`src/rtl/pit_irq_collector.sv`:
```
// rtl/pit_irq_collector.sv - timer event counter with threshold/mask coalesced level irq; optional PIT_IRQ_TIMESTAMP_EN
module pit_irq_collector #(
    parameter int CNT_W = 8,
    parameter int TS_W  = 16
) (
    input  logic             clk,
    input  logic             reset,
    input  logic             tick_in,
    input  logic             mask_wr,
    input  logic             mask_val,
    input  logic             thresh_wr,
    input  logic [CNT_W-1:0] thresh_val,
    input  logic             ack,
    output logic             irq,
    output logic [CNT_W-1:0] pending_cnt,
    output logic             overrun,
    output logic [TS_W-1:0]  ts_out
);

    typedef enum logic [1:0] {
        S_IDLE    = 2'd0,
        S_PENDING = 2'd1,
        S_ASSERT  = 2'd2
    } state_t;

    localparam logic [CNT_W-1:0] CNT_ONE = {{(CNT_W-1){1'b0}}, 1'b1};
    localparam logic [CNT_W-1:0] CNT_MAX = {CNT_W{1'b1}};

    state_t           state, state_nx;
    logic [CNT_W-1:0] count, count_nx;
    logic [CNT_W-1:0] thresh, thresh_nx, eff_thresh;
    logic             mask, mask_nx;
    logic             ovr, ovr_nx;
    logic             first_evt;

    // Next-state: register writes, counter priority, then irq qualification on the new values
    always_comb begin
        mask_nx    = mask_wr ? mask_val : mask;
        thresh_nx  = thresh_wr ? thresh_val : thresh;
        eff_thresh = (thresh_nx == '0) ? CNT_ONE : thresh_nx;
        count_nx   = count;
        ovr_nx     = ovr;
        first_evt  = 1'b0;
        if (ack && tick_in) begin
            // ack retires everything pending; the tick becomes the first new event
            count_nx  = CNT_ONE;
            ovr_nx    = 1'b0;
            first_evt = 1'b1;
        end else if (ack) begin
            count_nx = '0;
            ovr_nx   = 1'b0;
        end else if (tick_in && count == CNT_MAX) begin
            ovr_nx = 1'b1;
        end else if (tick_in) begin
            count_nx  = count + CNT_ONE;
            first_evt = (count == '0);
        end
        if (count_nx == '0)
            state_nx = S_IDLE;
        else if (!mask_nx && count_nx >= eff_thresh)
            state_nx = S_ASSERT;
        else
            state_nx = S_PENDING;
    end

    // State, counter and configuration registers
    always_ff @(posedge clk) begin
        if (reset) begin
            state  <= S_IDLE;
            count  <= '0;
            ovr    <= 1'b0;
            mask   <= 1'b1;
            thresh <= CNT_ONE;
        end else begin
            state  <= state_nx;
            count  <= count_nx;
            ovr    <= ovr_nx;
            mask   <= mask_nx;
            thresh <= thresh_nx;
        end
    end

    assign irq         = (state == S_ASSERT);
    assign pending_cnt = count;
    assign overrun     = ovr;

`ifdef PIT_IRQ_TIMESTAMP_EN
    logic [TS_W-1:0] ts_cnt;
    logic [TS_W-1:0] ts_q;

    // Free-running timebase; capture it when the first event after an ack is counted
    always_ff @(posedge clk) begin
        if (reset) begin
            ts_cnt <= '0;
            ts_q   <= '0;
        end else begin
            ts_cnt <= ts_cnt + 1'b1;
            if (first_evt)
                ts_q <= ts_cnt;
        end
    end

    assign ts_out = ts_q;
`else
    logic unused_first_evt;
    assign unused_first_evt = first_evt;
    assign ts_out           = '0;
`endif

endmodule

```
`config.mk`:
```
export PLATFORM = sky130hd
export DESIGN_NAME = pit_irq_collector
export DESIGN_NICKNAME = d
export VERILOG_FILES = /design/src/rtl/pit_irq_collector.sv
export SDC_FILE = /design/constraint.sdc
export NUM_CORES = 1
export LEC_CHECK = 0
export ABC_AREA = 0
export CORE_ASPECT_RATIO = 1.75
export CORE_MARGIN = 8
export CORE_UTILIZATION = 45
export DETAILED_ROUTE_END_ITERATION = 10
export PLACE_DENSITY = 0.83
export SLEW_MARGIN = 10
export SYNTH_ARGS = -nofsm -noshare
export SYNTH_HDL_FRONTEND = slang
export SYNTH_SLANG_ARGS = --single-unit
```
`constraint.sdc`:
```
create_clock -name clk -period 2.8 [get_ports clk]
set_input_delay 0.56 -clock clk [delete_from_list [all_inputs] [get_ports clk]]
set_output_delay 0.56 -clock clk [all_outputs]
set_load 0.005 [all_outputs]
```
==> flow_metrics.py, run 1 <==
# Metrics from the implementation run
metrics = {
    "status": {
        "outcome": "complete, no violations",
    },
    "global_routing": {
        "grt_pass1_vias": 1321,
        "gr-total-overflow": 0,
        "grt_pass1_wl_microns": 5478,
    },
    "clock_network": {
        "cts.htree.levels": 1,
        "clkTransAtPathRegs_ns": 0.07,
        "clk_path_buf_depth": 2,
        "clk_latency_ns": 0.26,
        "hold_buffers": 0,
        "cts-root-buf": "clkbuf_8",
    },
    "final_timing": {
        "slew-limit-headroom": 0.5220,
        "worst_pin_slew_ns": 0.7148,
        "finalHoldViolations": 0,
        "fmax_ghz": 0.3777,
        "finalSetupViolations": 0,
    },
    "synth": {
        "ys_seq_frac": 0.3255,
        "syn_area_sq_mm": 0.001230,
        "synthCells": 142,
        "top_cell": "nor2_1",
        "ys_area_sq_mm": 0.001230,
    },
    "power_and_ir_drop": {
        "combPwrFrac": 0.183,
        "p_switching_uw": 151.5,
        "maxPowerGroup": "sequential cells",
        "switching_share": 0.2389,
        "pwr.group.clock_uw": 219,
        "internal_power_uw": 482.8,
        "comb_cell_power_uw": 116,
        "seq_power_uw": 300,
        "power.leakage_nw": 0.7982,
    },
    "floorplanning": {
        "die_x_microns": 55.52,
    },
    "place": {
        "gp_congestion": 0.8707,
    },
    "run": {
        "warning_count": 26,
    },
    "detailed_routing": {
        "drtIter0Drc": 27,
        "viasPerCell": 5.436,
    },
    "setup_path": {
        "cp_data_required_time_ns": 2.99,
        "crit_start": "pending_cnt[0]",
    },
}
[run 1: path summary, 6_finish.rpt]
path	to	slack, ns
min reg2reg	overrun	0.50
max	state[1]	0.15
min	overrun	0.50
max reg2reg	state[1]	0.15
[run 1: routing by layer]
metal / vias up / GRT usage / part of all wire
li1: 551 / - / -
met1: 541 / 0.1170 / 0.35
met2: 40 / 0.2695 / 0.56
met3: 15 / 0.02691 / 0.041
met4: 0 / 0.1036 / 0.048
met5: - / 0 / 0
[run 1: flip-flops by register name, indices dropped and copies added, names as in the netlist]
name / count
pending_cnt: 8
thresh: 8
state: 2
mask: 1
overrun: 1
[run 1: cells by family after synthesis]
group | Yosys count
AND/OR/NAND/NOR | 48
buffers and inverters | 31
AND-OR/OR-AND | 22
flip-flops | 20
multiplexers | 11
adder cells (fa/ha/maj) | 9
other | 1
[run 1: through the flow]
stage	area, sq um	std cells	worst slack (ns)	setup TNS, ns
after global routing	1673	211	0.02236	0
after floorplan	1286	157	0.2977	0
final	1673	211	0.1522	0
after CTS	1640	211	0.02242	0
after detailed placement	1572	207	-0.3329	-0.6385
after global placement	1572	207	-0.1240	-0.2312
[run 1: worst max-delay path: stages, from the launching register on]
cell and delay, ns:
dfxtp_2 0.36, ha_1 0.23, and3_4 0.22, a31oi_2 0.19, mux2i_1 0.28, nor2_1 0.10, ha_1 0.28, a21boi_0 0.17
o21ai_0 0.10, a21o_1 0.19, a311oi_2 0.27, nor3b_2 0.20
[run 1: final cells by class]
class                      instances  area (sq um)  area share
multi-input combinational        106         728.2      0.4353
clock buffer                       4         55.05     0.03291
timing repair buffer              46         424.2      0.2536
inverter                           8         30.03     0.01795
sequential                        20         401.6      0.2401
tap                               27         33.78     0.02019
[run 1: repair_timing]
item | CTS | global route
setup endpoints to repair | 2 | 2
gates resized | 3 | 12
pin swaps | 1 | 1
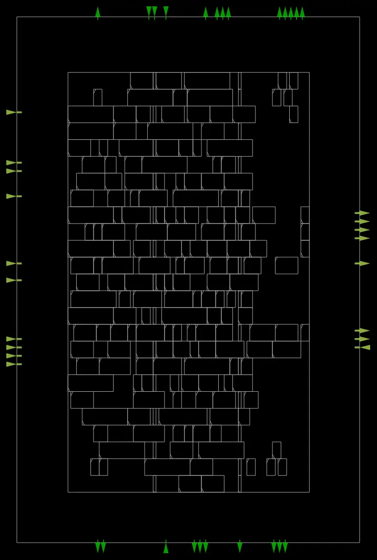
(run_1/placement.png)
Util after Layout: 0.6292
fillcell total: 219
sequential cell area share: 0.2401
core area: 0.002659 sq mm
Final Non-Filler Cells: 211

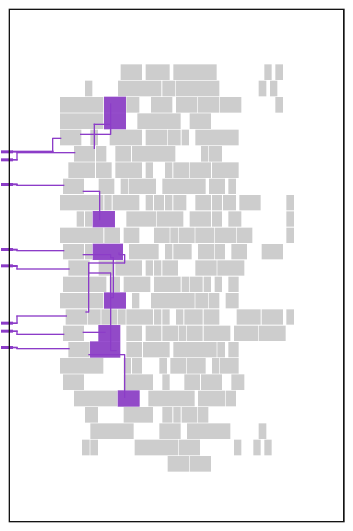
(run_1/io_fan.png)
Scale: 6 px per micron.
purple -> `thresh_val`  # bits 8, direction input, edge left, end cells 8, buffers 8, wire 167 microns
# IOs: 41
# port buffers: 24

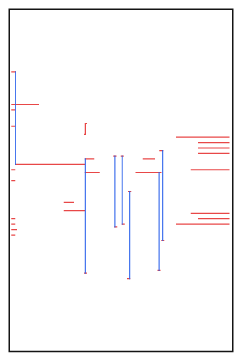
(run_1/wires.png)
Scale: 4 px per micron. Two of the layers only.
red -> metal 3  # wire length 134 microns
blue -> metal 4  # wire length 155 microns
GRT Util Overall: 0.1387
final wirelength: 3244 microns
total number of vias: 1147

==> run 2, diff against run 1 <==
--- a/config.mk
+++ b/config.mk
@@ -9,9 +9,10 @@
 export CORE_ASPECT_RATIO = 1.75
 export CORE_MARGIN = 8
 export CORE_UTILIZATION = 45
+export CTS_CLUSTER_SIZE = 30
 export DETAILED_ROUTE_END_ITERATION = 10
 export PLACE_DENSITY = 0.83
-export SLEW_MARGIN = 10
+export SLEW_MARGIN = 20
 export SYNTH_ARGS = -nofsm -noshare
 export SYNTH_HDL_FRONTEND = slang
 export SYNTH_SLANG_ARGS = --single-unit
==> constraint.sdc (replaced) <==
create_clock -name clk -period 2.8 [get_ports clk]
set_input_delay 0.56 -clock clk [delete_from_list [all_inputs] [get_ports clk]]
set_output_delay 0.56 -clock clk [all_outputs]
set_load 0.05 [all_outputs]
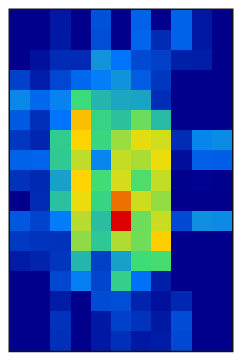
(run_2/metal_density.png)
Scale: 4 px per micron. 11 x 17 tiles, from dark blue (low) to red (high), scaled to the fullest tile. Values are wire area over tile area, all layers added.
mean over tiles = 0.11
fullest tile = 0.53
tiles over half the peak = 16%
wire length per cell: 15.37 microns

==> run 2 against run 1 <==
Die size did not move. Hold slack did not move. Sequential power barely moved. Wire length did not move. Critical path type unchanged. First-iteration DRC count did not move. Largest power group unchanged. Highest routed layer unchanged.
==> flow_metrics.py, run 2 <==
# Metrics from the implementation run
metrics = {
    "clock_network": {
        "clk_latency_ns": 0.26,
        "hold_buffers": 0,
        "clk_path_buf_depth": 2,
    },
    "detailed_routing": {
        "drt_wl_total_microns": 3244,
        "drtIter0Drc": 27,
    },
    "final_layout": {
        "ff_count": 20,
        "nNonClkBuffers": 46,
        "nNonClkInverters": 8,
        "fillerInstances": 219,
        "final_util": 0.6292,
        "clock_cell_area_share": 0.03291,
    },
    "setup_path": {
        "cp_top_family": "AND-OR/OR-AND gates",
        "slowest_delay_ns": 0.36,
        "cp_num_buf_inv": 0,
    },
    "final_timing": {
        "worst_pin_slew_ns": 0.7148,
    },
    "place": {
        "gp_congestion": 0.8707,
        "port_buffers": 24,
        "place_area_sq_mm": 0.001572,
    },
    "status": {
        "outcome": "complete, no violations",
    },
    "floorplanning": {
        "io_pins": 41,
        "die_x_microns": 55.52,
    },
    "synth": {
        "synthCells": 142,
    },
}
[run 2: cell counts after synthesis]
Identical to the previous run, type by type.
[run 2: metal layers]
metal / global-route usage / part of all wire
met1: 0.1170 / 0.35
met2: 0.2695 / 0.56
met3: 0.02691 / 0.041
met4: 0.1036 / 0.048
met5: 0 / 0
[run 2: power breakdown]
group	leakage (nW)	total (mW)	internal (mW)	switching, mW
Combinational	0.606	0.163	0.0626	0.100
Clock	0.0288	0.219	0.125	0.0935
Sequential	0.164	0.300	0.295	0.00488
[run 2: per-stage QoR]
step                      instances  hold WS (ns)  setup WS, ns  setup TNS (ns)
final                           211        0.4972        0.1522               0
after global routing            211        0.5302       0.02236               0
after CTS                       211        0.5028       0.02242               0
after detailed placement        207        0.4840       -0.3329         -0.6385
after global placement          207        0.4737       -0.1240         -0.2312
after floorplan                 157        0.4369       0.04648               0
[run 2: tightest hold or removal path: stages, from the launching register on]
cell	delay, ns
dfxtp_1	0.31
nor2_1	0.10
nor3_1	0.05
[run 2: final timing paths]
check | endpoint | depth (start not counted) | start | slack [ns]
setup / recovery | state[1] | 11 | pending_cnt[0] | 0.15
hold / removal | overrun | 2 | overrun | 0.50
setup reg to reg | state[1] | 11 | pending_cnt[0] | 0.15
hold reg to reg | overrun | 2 | overrun | 0.50
[run 2: kinds of logic (layout without fill, tap and decap cells)]
family                     after synthesis  count (layout)
AOI/OAI and AO/OA                       22              22
adders and majority gates                9               9
buffers and inverters                   31              58
DFF                                     20              20
muxes                                   11              11
other                                    1              16
and+or+nand+nor                         48              48
[run 2: repair_timing]
item | CTS | global route
setup buffers | 0 | 0
gates cloned | 0 | 0
endpoints found under the hold margin | 0 | 0
endpoints found under the setup margin | 2 | 2
pin swaps | 1 | 1
resized | 3 | 12
No activity file was given, so power comes from the tool's default toggle rates.
